**config.mk**
```make
export PLATFORM = sky130hd
export DESIGN_NAME = spi_burst_ctrl
export DESIGN_NICKNAME = d
export VERILOG_FILES = /design/src/rtl/spi_burst_ctrl.sv
export SDC_FILE = /design/constraint.sdc
export NUM_CORES = 1
export LEC_CHECK = 0
export CELL_PAD_IN_SITES_DETAIL_PLACEMENT = 0
export CELL_PAD_IN_SITES_GLOBAL_PLACEMENT = 2
export CORE_MARGIN = 8
export CORE_UTILIZATION = 47
export DETAILED_ROUTE_END_ITERATION = 6
export PLACE_DENSITY_LB_ADDON = 0.1
export SYNTH_ARGS = -nofsm -noshare
export SYNTH_HDL_FRONTEND = slang
export SYNTH_SLANG_ARGS = --single-unit
```
**constraint.sdc**
```tcl
create_clock -name clk -period 5.15 [get_ports clk]
set_clock_uncertainty 0.15 [all_clocks]
set_input_delay 1.03 -clock clk [delete_from_list [all_inputs] [get_ports clk]]
set_output_delay 1.03 -clock clk [all_outputs]
set_load 0.005 [all_outputs]
```
**src/rtl/spi_burst_ctrl.sv**
```systemverilog
// Burst sequencer feeding a single-byte SPI master from a TX FIFO
// and collecting returned bytes into a first-word-fall-through RX FIFO.
module spi_burst_ctrl #(
  parameter int FIFO_DEPTH = 8,
  parameter int LEN_W      = 4
) (
  input  logic             clk,
  input  logic             rst,
  input  logic             tx_wr_en,
  input  logic [7:0]       tx_wr_data,
  output logic             tx_full,
  output logic             tx_ovf,
  input  logic             cmd_valid,
  input  logic [LEN_W-1:0] cmd_len,
  output logic             cmd_ready,
  input  logic             rx_rd_en,
  output logic [7:0]       rx_rd_data,
  output logic             rx_empty,
  output logic             burst_done,
  output logic             spi_start,
  output logic [7:0]       spi_tx_data,
  input  logic             spi_busy,
  input  logic             spi_done,
  input  logic [7:0]       spi_rx_data
);

  localparam int AW = $clog2(FIFO_DEPTH);
  localparam int CW = AW + 1;
  localparam logic [CW-1:0] DEPTH = CW'(FIFO_DEPTH);

  typedef enum logic [1:0] {
    IDLE,
    LOAD,
    START,
    WAIT
  } state_t;

  state_t state, nxt;

  logic [7:0]       tx_mem [FIFO_DEPTH];
  logic [AW-1:0]    tx_wp, tx_rp;
  logic [CW-1:0]    tx_cnt;
  logic             tx_empty, tx_push, tx_pop;

  logic [7:0]       rx_mem [FIFO_DEPTH];
  logic [AW-1:0]    rx_wp, rx_rp;
  logic [CW-1:0]    rx_cnt;
  logic             rx_full, rx_push, rx_pop, rx_wr;

  logic [LEN_W-1:0] remaining;
  logic             accept;
  logic             last;

  assign tx_empty = (tx_cnt == '0);
  assign tx_full  = (tx_cnt == DEPTH);
  // Fullness is judged before any same-cycle pop, so a push into a
  // full FIFO is always dropped.
  assign tx_push  = tx_wr_en && !tx_full;

  assign rx_empty = (rx_cnt == '0);
  assign rx_full  = (rx_cnt == DEPTH);
  assign rx_push  = rx_wr && !rx_full;
  assign rx_pop   = rx_rd_en && !rx_empty;
  assign rx_rd_data = rx_empty ? 8'h00 : rx_mem[rx_rp];

  assign cmd_ready = (state == IDLE);
  assign spi_start = (state == START);
  assign last      = (remaining == LEN_W'(1));

  always_ff @(posedge clk) begin
    if (tx_push) tx_mem[tx_wp] <= tx_wr_data;
    if (rx_push) rx_mem[rx_wp] <= spi_rx_data;
  end

  always_ff @(posedge clk or posedge rst) begin
    if (rst) begin
      tx_wp  <= '0;
      tx_rp  <= '0;
      tx_cnt <= '0;
      tx_ovf <= 1'b0;
    end else begin
      if (tx_wr_en && tx_full) tx_ovf <= 1'b1;
      if (tx_push) tx_wp <= tx_wp + AW'(1);
      if (tx_pop)  tx_rp <= tx_rp + AW'(1);
      unique case ({tx_push, tx_pop})
        2'b10:   tx_cnt <= tx_cnt + CW'(1);
        2'b01:   tx_cnt <= tx_cnt - CW'(1);
        default: tx_cnt <= tx_cnt;
      endcase
    end
  end

  always_ff @(posedge clk or posedge rst) begin
    if (rst) begin
      rx_wp  <= '0;
      rx_rp  <= '0;
      rx_cnt <= '0;
    end else begin
      if (rx_push) rx_wp <= rx_wp + AW'(1);
      if (rx_pop)  rx_rp <= rx_rp + AW'(1);
      unique case ({rx_push, rx_pop})
        2'b10:   rx_cnt <= rx_cnt + CW'(1);
        2'b01:   rx_cnt <= rx_cnt - CW'(1);
        default: rx_cnt <= rx_cnt;
      endcase
    end
  end

  always_ff @(posedge clk or posedge rst) begin
    if (rst) state <= IDLE;
    else     state <= nxt;
  end

  always_comb begin
    nxt    = state;
    accept = 1'b0;
    tx_pop = 1'b0;
    rx_wr  = 1'b0;
    unique case (state)
      IDLE: begin
        if (cmd_valid) begin
          accept = 1'b1;
          if (cmd_len != '0) nxt = LOAD;
        end
      end
      // Checking RX space here keeps at most one byte in flight
      // and makes RX overflow impossible.
      LOAD: begin
        if (!tx_empty && !rx_full && !spi_busy) begin
          tx_pop = 1'b1;
          nxt    = START;
        end
      end
      START: nxt = WAIT;
      WAIT: begin
        if (spi_done) begin
          rx_wr = 1'b1;
          nxt   = last ? IDLE : LOAD;
        end
      end
      default: nxt = IDLE;
    endcase
  end

  always_ff @(posedge clk or posedge rst) begin
    if (rst) begin
      remaining   <= '0;
      spi_tx_data <= 8'h00;
      burst_done  <= 1'b0;
    end else begin
      if (accept)     remaining <= cmd_len;
      else if (rx_wr) remaining <= remaining - LEN_W'(1);
      if (tx_pop) spi_tx_data <= tx_mem[tx_rp];
      burst_done <= (accept && (cmd_len == '0)) || (rx_wr && last);
    end
  end

endmodule

```
### Clock routing, run 1

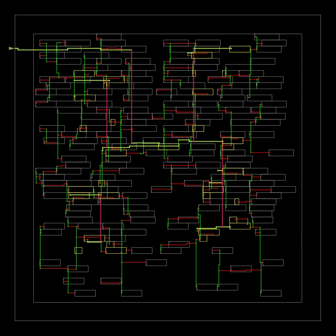
clock network power: 1.19 mW
total clock sinks: 164
clock buffer count from CTS: 17

### A small window of the routed layout, run 1

Region (48, 48) to (88, 88) um. Cells in gray, sequential cells in the stronger gray; small squares are vias.
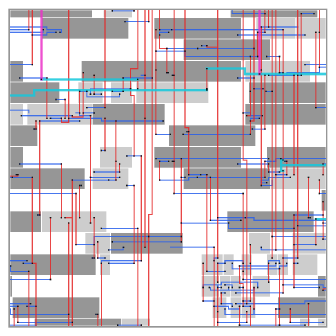
| color | layer |
|---|---|
| cyan | M3 |
| blue | M1 |
| magenta | M4 |
| red | M2 |
sequential cells in the window: 19
netlist names of flops here include: rx_mem (10), tx_mem (5), tx_rp (3)
cells with their middle in the window: 45
most frequent: edfxtp_1 (15), nor2_1 (6)

### M3 wires, run 1

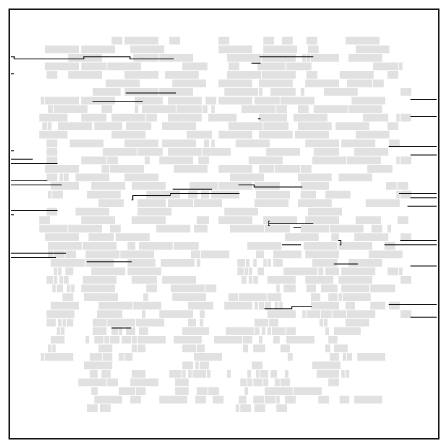
wire length on this layer: 464 um
longest straight run: 22.1 um
nets with wire on the layer: 28
share of all routed wire: 3.8%
via count: 3415
GRT met3 Usage: 0.03585

### Routed clock nets over the placement, run 1

Bar = 50 um.
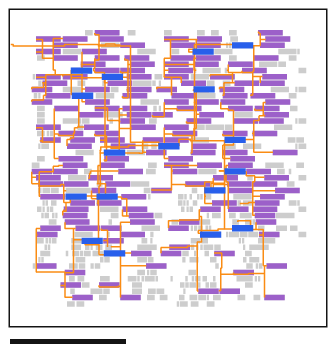
[blue] clock-net drivers | count: 17
[purple] flip-flops | count: 164
[orange] clock wires | length: 1790 um
routed clock nets: 18

==> flow_summary.json, run 1 <==
{
  "sh_comb_area": 0.2422,
  "placed_cell_area_um2": 7497,
  "area_delta_synth_final_pct": 18.57,
  "synthAoiAreaFrac": 0.02319,
  "top_layer_used": "met4",
  "power-top-group": "registers",
  "ys.flops": 164,
  "clockRootBuffer": "clkbuf_16",
  "power_frac_seq": 0.438,
  "synthAdderAreaFrac": 0.03239,
  "dominant_cells": "registers",
  "comb_power_share": 0.297,
  "worstMarginPinSlew_ps": 970.1,
  "crit_family": "buffers and inverters",
  "hold_viol": 0,
  "end_kind": "output pin",
  "warning_count": 31,
  "inv_count": 10,
  "holdCritStartpoint": "tx_ovf$_DFFE_PP0P_",
  "reg2reg_slack_ps": 2280,
  "nNonClkBuffers": 55,
  "p_clk_frac": 0.265,
  "path_clk_slew_ps": 60,
  "fin_ws_ps": 1325,
  "fill_cells": 1172,
  "ys_seq_share": 0.6980,
  "critPathMaxFanout": 10,
  "ff_count": 164,
  "syn_area_um2": 6798,
  "final-nonclk-buf-share": 0.06613,
  "stdcell_count": 644,
  "rsz0062_at_grt": "no",
  "outcome": "finished clean",
  "post_drt_wl_per_cell_um": 19.15,
  "grt_pass1_wl_mm": 19.92,
  "drc": 0,
  "core_area_um2": 14310,
  "largestRegisters": "rx_mem (64), tx_mem (64), spi_tx_data (8)",
  "finalCritPeriodShare": 0.7427,
  "num-nets-final": 491,
  "fin_util": 0.5631,
  "p_switching_mw": 1.342,
  "ant_nets": 0,
  "htree_levels": 4,
  "total_power_mw": 4.498,
  "antenna_found_initial": 0,
  "comb_cells": 199,
  "ctsHoldBuffers": 0,
  "die_area_um2": 18570,
  "cp-start-kind": "flip-flop",
  "port_buffers": 48,
  "max_freq_mhz": 261.4,
  "xor_share": 0.02190,
  "drtIter0Drc": 123,
  "fin_area_um2": 8060,
  "die_h_um": 136.3,
  "clockBufferDepth": 2,
  "worst_r2r_path_depth": 8,
  "p_int_mw": 3.156,
  "cts_resized": 0,
  "grt_start_max_net_pins": 37,
  "global_route.usage.met2": 0.2483,
  "wl_met3_um": 464,
  "syn-num-nets": 431,
  "overflow": 0,
  "clkbuf_count": 22,
  "report.final.slew_viol_count": 0,
  "layout_min_cycle_time_ps": 3825,
  "place_ws_ps": 1501,
  "synth_cell_types": 44,
  "comb-power_mw": 1.34,
  "vias_per_cell": 5.303,
  "pin_count": 49,
  "yosys_warnings": 0,
  "firstDrtPassIters": 4,
  "met1_length_mm": 5.157,
  "syn_inst": 387,
  "startpoint": "rx_rp[0]$_DFFE_PP0P_",
  "hold_end": "tx_ovf$_DFFE_PP0P_",
  "switching_share": 0.2984,
  "critPathCapture": "rx_rd_data[2]",
  "grtUsageMet1": 0.1734,
  "syn_avg_cell_area_um2": 17.57,
  "setup_viol": 0,
  "sh_seq_area": 0.5886,
  "path_cells": "buf_4 > mux4_2 > mux2i_1 > nor2_1 > clkdlybuf4s50_1",
  "edf_count": 128,
  "crit_path_max_incr_delay_ps": 700,
  "seq_area_um2": 4745,
  "fin_tns_setup_ps": 0,
  "hold_path_depth": 1,
  "ys_sh_mux": 0.1430,
  "clk_share": 0.06985,
  "grt_pass1_vias": 3629,
  "hp-class": "reg -> reg",
  "dpl.cell_count": 612,
  "tap_cells": 184,
  "slowest_stage": "dfrtp_1",
  "grt.total_usage": 0.1450,
  "initCoreUtil": 0.4749,
  "synthArstFlopShare": 0.2195
}
## run 1: Yosys cell counts (all sizes together), types with 2 or more instances
cell,number,area share
a21o,2,0.0024
a21oi,15,0.011
buf,12,0.010
clkbuf,2,0.0011
dfrtp,36,0.13
edfxtp,128,0.57
ha,16,0.029
inv,10,0.0055
mux2,6,0.010
mux2i,18,0.027
mux4,32,0.11
nand2,20,0.011
nand2b,5,0.0046
nor2,36,0.020
nor2b,4,0.0048
nor3,4,0.0029
nor4,3,0.0059
nor4b,3,0.0079
o21ai,5,0.0037
xnor2,9,0.012
xor2,8,0.010
## run 1: cells by family after synthesis
group                      after synthesis
buffers and inverters                   24
DFF                                    164
muxes                                   56
and+or+nand+nor                         82
xor gates and xnor gates                17
AOI/OAI and AO/OA                       27
adders and majority gates               17
### Wire density map, run 1

Bar = 50 um. The die is cut into 27 by 27 equal tiles; white is low, dark blue is high, scaled to the fullest tile. Values are wire area over tile area, all layers added.
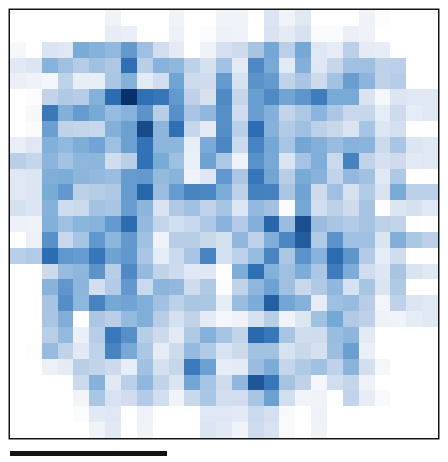

==> run 2: changes to the inputs <==
--- a/config.mk
+++ b/config.mk
@@ -8,7 +8,7 @@
 export CELL_PAD_IN_SITES_DETAIL_PLACEMENT = 0
 export CELL_PAD_IN_SITES_GLOBAL_PLACEMENT = 2
 export CORE_MARGIN = 8
-export CORE_UTILIZATION = 47
+export CORE_UTILIZATION = 44
 export DETAILED_ROUTE_END_ITERATION = 6
 export PLACE_DENSITY_LB_ADDON = 0.1
 export SYNTH_ARGS = -nofsm -noshare
==> constraint.sdc (replaced) <==
create_clock -name clk -period 3.68 [get_ports clk]
set_clock_uncertainty 0.15 [all_clocks]
set_input_delay 0.736 -clock clk [delete_from_list [all_inputs] [get_ports clk]]
set_output_delay 0.736 -clock clk [all_outputs]
set_load 0.005 [all_outputs]
### Wire density map, run 2

Bar = 50 um. The die is cut into 28 by 28 equal tiles; white is low, dark blue is high, scaled to the fullest tile. Values are wire area over tile area, all layers added.
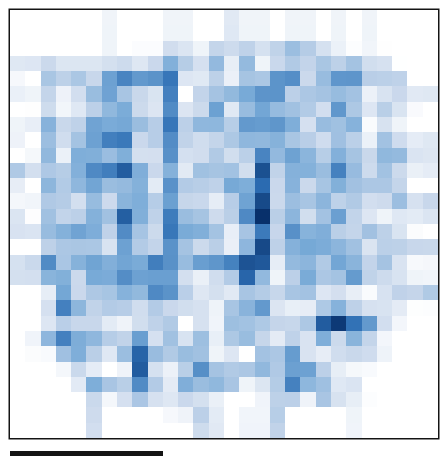
densest ninth of the die: middle
mean over tiles: 0.098
emptiest ninth of the die: bottom right
fullest tile: 0.39
Post-Route WL: 12.57 mm
gr usage total: 0.1371
via count: 3457
routed len/inst: 19.02 um

### Routed clock nets over the placement, run 2

Bar = 50 um.
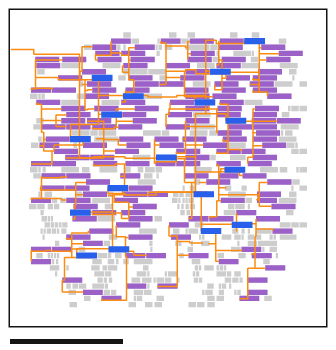
[orange] clock wires | length: 1910 um
[purple] flip-flops | count: 164
[blue] clock-net drivers | count: 17
flops lie: widely spread
routed clock nets: 18

==> flow_summary.json, run 2 <==
{
  "comb_cells": 199,
  "path_clk_slew_ps": 60,
  "fin_tns_setup_ps": 0,
  "top_cell_area_share": 0.5654,
  "initCoreUtil": 0.4488,
  "postCtsSetupBuffers": 0,
  "grt_pass1_wl_mm": 20.19,
  "finalCritPeriodShare": 0.9154,
  "synthAoiAreaFrac": 0.02319,
  "r2r_end": "rx_cnt[3]$_DFFE_PP0P_",
  "cp-start-kind": "flip-flop",
  "clockBufferDepth": 2,
  "drtIter0Drc": 125,
  "firstDrtPassIters": 4,
  "overflow": 0,
  "port_buffers": 48,
  "clkbuf_count": 17,
  "ctsHoldBuffers": 0,
  "synth_cell_types": 44,
  "p_seq_mw": 2.75,
  "worstMarginPinSlew_ps": 823.7,
  "xor_share": 0.02190,
  "die_h_um": 140.3,
  "critPathKind": "reg -> out",
  "placed_cell_area_um2": 7615,
  "stdcell_count": 661,
  "startpoint": "rx_rp[0]$_DFFE_PP0P_",
  "ff_count": 164,
  "cts_resized": 0,
  "place_ws_ps": 476.7,
  "pg_clk_mw": 1.88,
  "rsz0062_at_grt": "no",
  "hold_viol": 0,
  "grt_start_max_net_pins": 37,
  "dpl.cell_count": 630,
  "area_delta_synth_final_pct": 21.26,
  "outcome": "finished clean",
  "cap_violations": 0,
  "critPathCapture": "rx_rd_data[0]",
  "powerDensity_nw_per_um2": 795.8,
  "timing.hold.ws_ps": 304.4,
  "inv_count": 10,
  "synthArstFlopShare": 0.2195,
  "relSlewSlack": 0.4508,
  "fin_ws_ps": 311.3,
  "ys_seq_share": 0.6980,
  "sh_comb_area": 0.2362,
  "syn_avg_cell_area_um2": 17.57,
  "syn_area_um2": 6798,
  "ys_sh_simple": 0.06461,
  "yosysMostFrequentCell": "edfxtp_1",
  "final_cell_mix": "128 x edfxtp_1, 48 x clkdlybuf4s50_1, 36 x nor2_1, 36 x dfrtp_1, 32 x mux4_2",
  "core_area_um2": 15150,
  "syn_inst": 387,
  "report.final.slew_viol_count": 0,
  "hp-class": "reg -> reg",
  "num_rows": 45,
  "layout_min_cycle_time_ps": 3369,
  "ys_chip_area_um2": 6798,
  "comb-power_mw": 1.94,
  "warning_count": 31,
  "holdCritStartpoint": "tx_ovf$_DFFE_PP0P_",
  "switching_share": 0.2943,
  "hold_end": "tx_ovf$_DFFE_PP0P_",
  "p_switching_mw": 1.931,
  "yosys-top-cells-count": "128 x edfxtp_1, 36 x dfrtp_1, 36 x nor2_1",
  "htree_levels": 4,
  "synthTopCellsByArea": "edfxtp_1 57%, dfrtp_1 13%, mux4_2 11%",
  "antenna_found_initial": 0,
  "logic_family": "multiplexers",
  "seq_area_um2": 4745,
  "fill_cells": 1193,
  "yosys_warnings": 0,
  "setup_viol": 0,
  "clock.latency.late_pin_ps": 420,
  "clockRootBuffer": "clkbuf_16",
  "synth_area_leader_cell": "edfxtp_1",
  "drc": 0,
  "cts_buffers": 17,
  "ys_sh_mux": 0.1430,
  "critPathMaxFanout": 12,
  "fin_util": 0.5442,
  "clk_share": 0.07620,
  "largestRegisters": "rx_mem (64), tx_mem (64), spi_tx_data (8)",
  "syn-num-nets": 431,
  "vias_per_cell": 5.230,
  "comb_power_share": 0.295,
  "die_area_um2": 19680,
  "power-top-group": "registers",
  "irDropWorstVdd_mv": 0.3668,
  "p_clk_frac": 0.286,
  "nNonClkBuffers": 69,
  "p_int_mw": 4.629,
  "ant_nets": 0,
  "power_frac_seq": 0.419,
  "total_power_mw": 6.560,
  "place_congestion": 0.7215,
  "num-nets-final": 505,
  "final-nonclk-buf-share": 0.07893,
  "sh_seq_area": 0.5756,
  "grt_pass1_vias": 3710,
  "ys.flops": 164,
  "arrival_ps": 2480,
  "end_kind": "output pin",
  "cts.sinks": 164,
  "synthFlopType": "edfxtp_1",
  "cts_tree": "built",
  "fin_area_um2": 8243,
  "crit_required_ps": 2790,
  "ys_cells": 387,
  "max_freq_mhz": 296.9,
  "leakagePower_nw": 2.972,
  "reg2reg_slack_ps": 800,
  "synthAdderAreaFrac": 0.03239,
  "hold_path_depth": 1,
  "dominant_cells": "registers",
  "tap_cells": 188,
  "edf_count": 128,
  "pin_count": 49,
  "worst_r2r_path_depth": 8,
  "worstReg2RegStart": "rx_cnt[0]$_DFFE_PP0P_"
}
## run 2: metal layers
layer | up-vias | global-route usage | wire, um
li1 | 1629 | - | -
met1 | 1763 | 0.1628 | 5705
met2 | 50 | 0.2314 | 6259
met5 | - | 0 | 0
met3 | 15 | 0.04247 | 432
met4 | 0 | 0.04857 | 175
## run 2: worst max-delay path: stages, from the launching register on
cell,delay [ps]
dfrtp_1,640
buf_12,230
mux4_2,520
mux2i_1,150
nor2_1,50
clkdlybuf4s50_1,470
## run 2: cells by family (layout without fill, tap and decap cells)
logic type                 after synthesis  count (layout)
buffers and inverters                   24             110
xor gates and xnor gates                17              17
AOI/OAI and AO/OA                       27              27
muxes                                   56              56
DFF                                    164             164
adders and majority gates               17              17
and+or+nand+nor                         82              82
Power figures rest on the tool's default switching activity, not on a simulated workload.
